==> run_1/m1.png <==
Bar = 20 um.
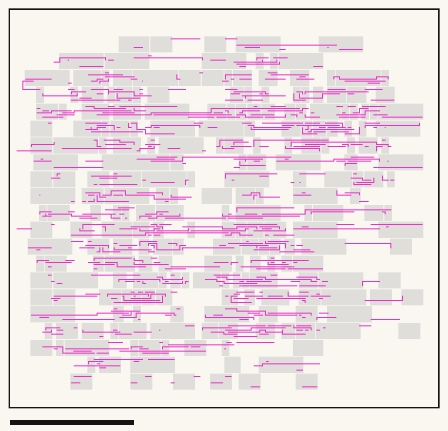
==> run_1/m2.png <==
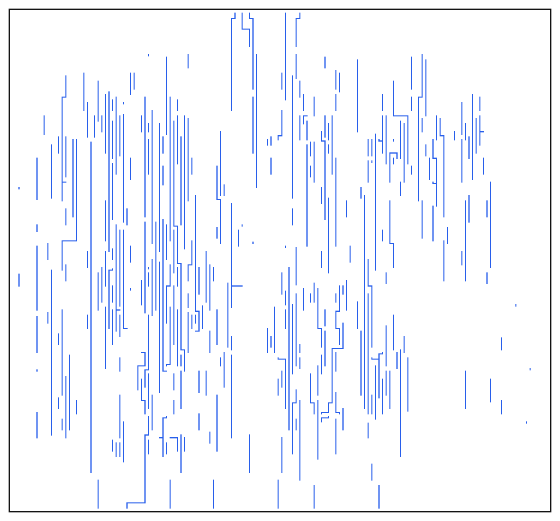
==> run_1/m3.png <==
Bar = 20 um.
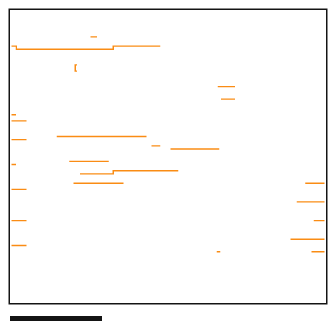
Design div_result_display, sky130hd; sources not shown.
==> flow_metrics.env, run 1 <==
# flow metrics
export IMPL_synth_area_um2=1940
export IMPL_dp_cells=277
export IMPL_path_cells="clkdlybuf4s50_1"
export IMPL_cts_reportedPaths_clkPinSlew_ns=0.07
export IMPL_worstHoldPathType="reg -> reg"
export IMPL_cts_hold_buf=0
export IMPL_switchingPower_uw=264
export IMPL_clock_path_buffers=2
export IMPL_ys_cells=213
export IMPL_hold_viol=0
export IMPL_seq_cell_count=40
export IMPL_buffer_area_frac=0.110
export IMPL_swShare=0.223
export IMPL_final_cell_count_no_fill=285
export IMPL_timing_critical_path_buf_inv=1
export IMPL_min_path_cells=1
export IMPL_p_leak_uw=0.000931
export IMPL_wire_per_inst_um=12.8
export IMPL_grt_antenna_before_repair=0
export IMPL_grt_pass1_vias=1430
export IMPL_dp_slack_ns=0.305
export IMPL_internal_power_uw=921
export IMPL_p_seq_frac=0.491
export IMPL_critPathKind="reg -> out"
export IMPL_holdWs_ns=0.317
export IMPL_fp_utilization=0.529
export IMPL_cap_violations=0
export IMPL_fillers=324
export IMPL_status="finished, final reports clean"
export IMPL_syn_instance_count=213
export IMPL_post_route_period_util=0.888
export IMPL_die_y_um=64
export IMPL_comb_area_frac=0.448
export IMPL_powerDensity_nw_per_um2=509
export IMPL_n_antenna_cell=0
export IMPL_yosys_area_um2=1940
export IMPL_grt_start_max_net_pins=17
export IMPL_mi_logic_area_um2=1040
export IMPL_slew_headroom=0.623
Notes on m1.png above:
longest straight run: 17.5 um
main direction: horizontal
wire length on this layer: 1720 um
nets with wire on the layer: 233
final WL: 3.65 mm
met1 usage: 0.222
DR vias: 1532

Notes on m2.png above:
nets with wire on the layer: 202
longest straight run: 42.2 um
wire length on this layer: 1680 um
M2 GR Usage: 0.299

Notes on m3.png above:
wire length on this layer: 153 um
longest straight run: 21.2 um
share of all routed wire: 4.2%
nets with wire on the layer: 19
main direction: horizontal
GR Layer Usage met3: 0.0442

-- run 1: power by group through the flow --
stage	combinational (uW)	clock [uW]	sequential (uW)
global placement	99.0	0	595
finish	100	502	582
floorplan	62.0	0	596
detailed placement	101	0	595
CTS	102	512	582
global route	112	533	585
-- run 1: synth_stat cells (all sizes together) --
master,count,share of area
o221ai,1,0.0045
a21oi,5,0.013
nor4,1,0.0032
and2,2,0.0077
nor4b,1,0.0045
o311a,1,0.0051
nand2,14,0.027
xnor2,9,0.041
a311oi,1,0.0045
and3,2,0.0064
clkbuf,3,0.0058
dfxtp,40,0.41
o21ai,7,0.018
nor2,35,0.068
xor2,7,0.032
a21bo,1,0.0051
a2bb2oi,1,0.0045
nor3,6,0.015
a221o,1,0.0051
o221a,1,0.0058
nand2b,5,0.021
nand3b,2,0.0077
o211a,2,0.010
o32a,1,0.0051
or2b,1,0.0039
nand4,5,0.016
a211oi,1,0.0064
a21o,1,0.0039
buf,5,0.024
nor2b,1,0.0032
ha,13,0.084
nand3,6,0.015
a32oi,2,0.0090
o31a,1,0.0045
a2111oi,1,0.0045
mux2i,11,0.057
inv,12,0.023
o31ai,2,0.0077
or3,2,0.0064
-- run 1: metal layers --
| metal | vias up | GRT usage | share of wire |
|---|---|---|---|
| li1 | 779 | - | - |
| met1 | 715 | 0.222 | 0.47 |
| met2 | 31 | 0.299 | 0.46 |
| met3 | 7 | 0.0442 | 0.042 |
| met4 | 0 | 0.100 | 0.024 |
| met5 | - | 0 | 0 |
-- run 1: cells by family (layout without fill, tap and decap cells) --
kind of cell,after synthesis,after routing
flip-flops,40,40
AND/OR/NAND/NOR,83,83
adder cells (fa/ha/maj),13,13
buffers and inverters,20,46
multiplexers,11,11
XOR/XNOR,16,16
AND-OR/OR-AND,30,30
==> run 1 -> run 2 <==
--- a/config.mk
+++ b/config.mk
@@ -5,12 +5,11 @@
 export SDC_FILE = /design/constraint.sdc
 export NUM_CORES = 1
 export LEC_CHECK = 0
-export CAP_MARGIN = 20
-export CORE_AREA = 2 2 67 62
+export CORE_AREA = 2 2 66 62
 export DETAILED_ROUTE_END_ITERATION = 6
-export DIE_AREA = 0 0 69 64
+export DIE_AREA = 0 0 68 64
 export GPL_ROUTABILITY_DRIVEN = 0
-export PLACE_DENSITY = 0.72
+export PLACE_DENSITY = 0.73
 export SETUP_SLACK_MARGIN = 0.02
 export SLEW_MARGIN = 20
 export SYNTH_ARGS = -nofsm -noshare
==> constraint.sdc (replaced) <==
create_clock -name clk -period 3.2 [get_ports clk]
set_clock_uncertainty 0.15 [all_clocks]
set_input_delay 0.96 -clock clk [delete_from_list [all_inputs] [get_ports clk]]
set_output_delay 0.96 -clock clk [all_outputs]
set_load 0.02 [all_outputs]
==> run_2/m3.png <==
Bar = 20 um.
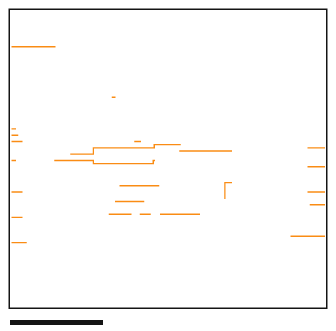
wire length on this layer: 136 um
longest straight run: 13.1 um
nets with wire on the layer: 19
main direction: horizontal
final WL: 3.42 mm
DR vias: 1490

==> run_2/clock_nets.png <==
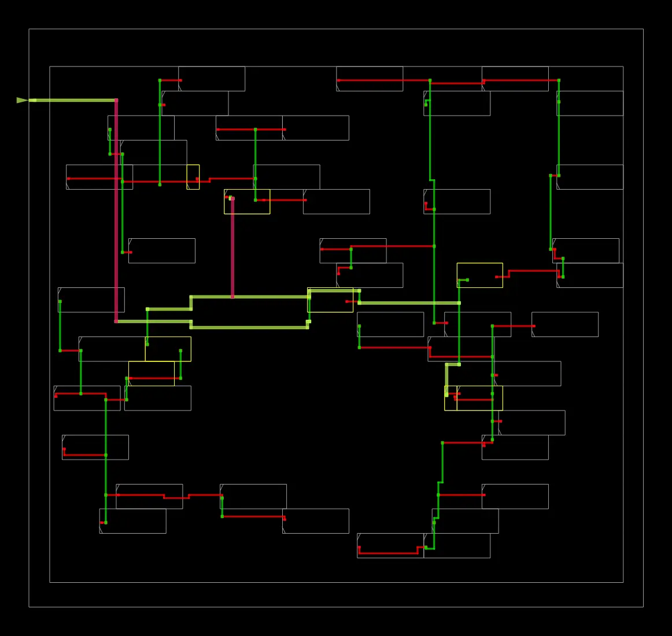
clock buffers: 8
CTS Sinks: 40

==> run_2/m1.png <==
Bar = 20 um.
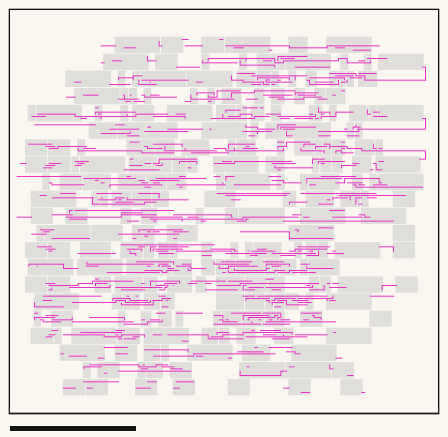
share of all routed wire: 51%
nets with wire on the layer: 234
main direction: horizontal
met1 usage: 0.247

==> run 2 against run 1 <==
  * Utilization fell by 0.12 points
  * Highest routed layer unchanged
  * Largest power group unchanged
  * Sequential power fell by 9.3%
  * Global-route usage rose by 0.37 points
  * First-iteration DRC count rose by 34%
  * Critical endpoint unchanged
  * Worst hold slack improved by 0.0068 ns
  * Final cell count did not move
  * Wire length fell by 6.1%
==> flow_metrics.env, run 2 <==
# flow metrics
export IMPL_viasPerCell=5.23
export IMPL_wire_per_inst_um=12.0
export IMPL_powerDensity_nw_per_um2=415
export IMPL_lay_top_count="dfxtp_1"
export IMPL_drtIter0Drc=83
export IMPL_ir_drop_v=0.000320
export IMPL_post_route_period_util=0.817
export IMPL_clk_latency_ns=0.29
export IMPL_drv_slew=0
export IMPL_synth_area_um2=1940
export IMPL_port_buffers=24
export IMPL_grt_pass1_vias=1474
export IMPL_cap_violations=0
export IMPL_cts_reportedPaths_clkPinSlew_ns=0.07
export IMPL_num_rows=21
export IMPL_hold_viol=0
export IMPL_cts_root_buf="clkbuf_8"
export IMPL_io_pins=25
export IMPL_synth_distinct_cells=45
export IMPL_cts_tree="yes"
export IMPL_worstMarginPinSlew_ns=0.589
export IMPL_die_y_um=64
export IMPL_timing_critical_path_buf_inv=1
export IMPL_critPathRequiredTime_ns=2.09
export IMPL_r2r_setup_slack_ns=0.65
export IMPL_yosysTopAreaCell="dfxtp_1"
export IMPL_top_cells_by_count="40 x dfxtp_1, 35 x nor2_1, 14 x nand2_1"
export IMPL_crit_path_top_delay_cell="clkdlybuf4s50_1"
export IMPL_final_cell_count_no_fill=285
export IMPL_nNetsFinal=263
export IMPL_dp_cells=277
export IMPL_min_path_cells=1
export IMPL_dieArea_um2=4350
export IMPL_grt_pass1_wl_mm=6.35
export IMPL_final_cell_mix="40 x dfxtp_1, 35 x nor2_1, 24 x clkdlybuf4s50_1"
export IMPL_clock_path_buffers=2
export IMPL_grt_antenna_before_repair=0
export IMPL_yosys_area_um2=1940
export IMPL_synth_top_flop_cell="dfxtp_1"
export IMPL_dr_pass1_iters=4
export IMPL_grtUsageMet2=0.285
export IMPL_fin_setup_tns_ns=0
export IMPL_top_area_frac=0.412
export IMPL_timing_fmax_mhz=383
export IMPL_grt_busiest_layer="met2"
export IMPL_async_flop_share=0
export IMPL_arrival_ns=1.50
export IMPL_largest_reg_flops=16
export IMPL_cts_max_level=2
export IMPL_finalSetupViolations=0
export IMPL_ys_cells=213
export IMPL_core_area_um2=3630
export IMPL_worstPathMaxFanout=10
export IMPL_final_util=0.631
export IMPL_rr_worst_depth=10
export IMPL_grt_start_max_net_pins=17
export IMPL_critPathKind="reg -> out"
export IMPL_fp_utilization=0.536
export IMPL_path_delay_family="buffers and inverters"
export IMPL_synth_area_per_cell_um2=9.13
export IMPL_grt_usage=0.187
export IMPL_cts_repair_resize_count=0
export IMPL_synth_top_cell_by_count="dfxtp_1"
export IMPL_ys_seq_frac=0.412
export IMPL_syn_instance_count=213
export IMPL_rsz0062_at_grt="no"
export IMPL_tool_warnings=34
export IMPL_grt_overflow=0
export IMPL_grt_use_met3=0.0493
export IMPL_endpoint_kind="primary output"
export IMPL_top_cells_by_area="dfxtp_1 41%, ha_1 8.4%, nor2_1 6.8%"
export IMPL_n_antenna_cell=0
export IMPL_synth_edff_count=0
export IMPL_cts_buffers=5
export IMPL_path_cells="clkdlybuf4s50_1"
export IMPL_drc=0
export IMPL_cts_hold_buf=0
export IMPL_cts_setup_buffers=0
export IMPL_p_leak_uw=0.000912
export IMPL_slew_headroom=0.603
export IMPL_fp_nets=238
export IMPL_worstHoldPathType="reg -> reg"
export IMPL_die_w_um=68
export IMPL_status="finished, final reports clean"
export IMPL_yosys_warnings=0
[run 2: final cells by class]
class | instances | area, um^2
Fill cell | 322 | 1340
Tap cell | 46 | 57.6
Clock buffer | 8 | 90.1
Sequential cell | 40 | 801
Multi-Input combinational cell | 153 | 1040
Timing Repair Buffer | 26 | 255
Inverter | 12 | 45.0
[run 2: kinds of logic (layout without fill, tap and decap cells)]
logic type / after synthesis / in the layout / synth area share
buffers and inverters: 20 / 46 / 0.0528
flip-flops: 40 / 40 / 0.412
adder cells (fa/ha/maj): 13 / 13 / 0.0837
AND/OR/NAND/NOR: 83 / 83 / 0.206
multiplexers: 11 / 11 / 0.0566
AND-OR/OR-AND: 30 / 30 / 0.117
XOR/XNOR: 16 / 16 / 0.0721
[run 2: per-stage QoR]
step	hold slack [ns]	power (uW)	area, um^2	setup slack (ns)
after floorplan	0.265	596	1940	1.01
after global placement	0.296	628	2200	0.734
after detailed placement	0.306	630	2200	0.665
after CTS	0.325	963	2290	0.574
after global routing	0.354	995	2290	0.373
final	0.324	951	2290	0.586
[run 2: worst register-to-register path: cells and delay by family, from the launching register on]
family	cells	cell delay, ns
adders and majority gates	2	0.58
and+or+nand+nor	1	0.15
DFF	1	0.36
AOI/OAI and AO/OA	5	0.94
buffers and inverters	2	0.26
[run 2: power breakdown]
| part | total (uW) | internal (uW) | switching [uW] |
|---|---|---|---|
| combinational | 90.1 | 47.3 | 42.8 |
| sequential | 528 | 512 | 15.2 |
| clock | 333 | 176 | 157 |
[run 2: metal layers]
| metal | share of wire | up-vias |
|---|---|---|
| met3 | 0.040 | 6 |
| li1 | - | 777 |
| met5 | 0 | - |
| met1 | 0.51 | 677 |
| met2 | 0.44 | 30 |
| met4 | 0.015 | 0 |
No activity file was given, so power comes from the tool's default toggle rates.
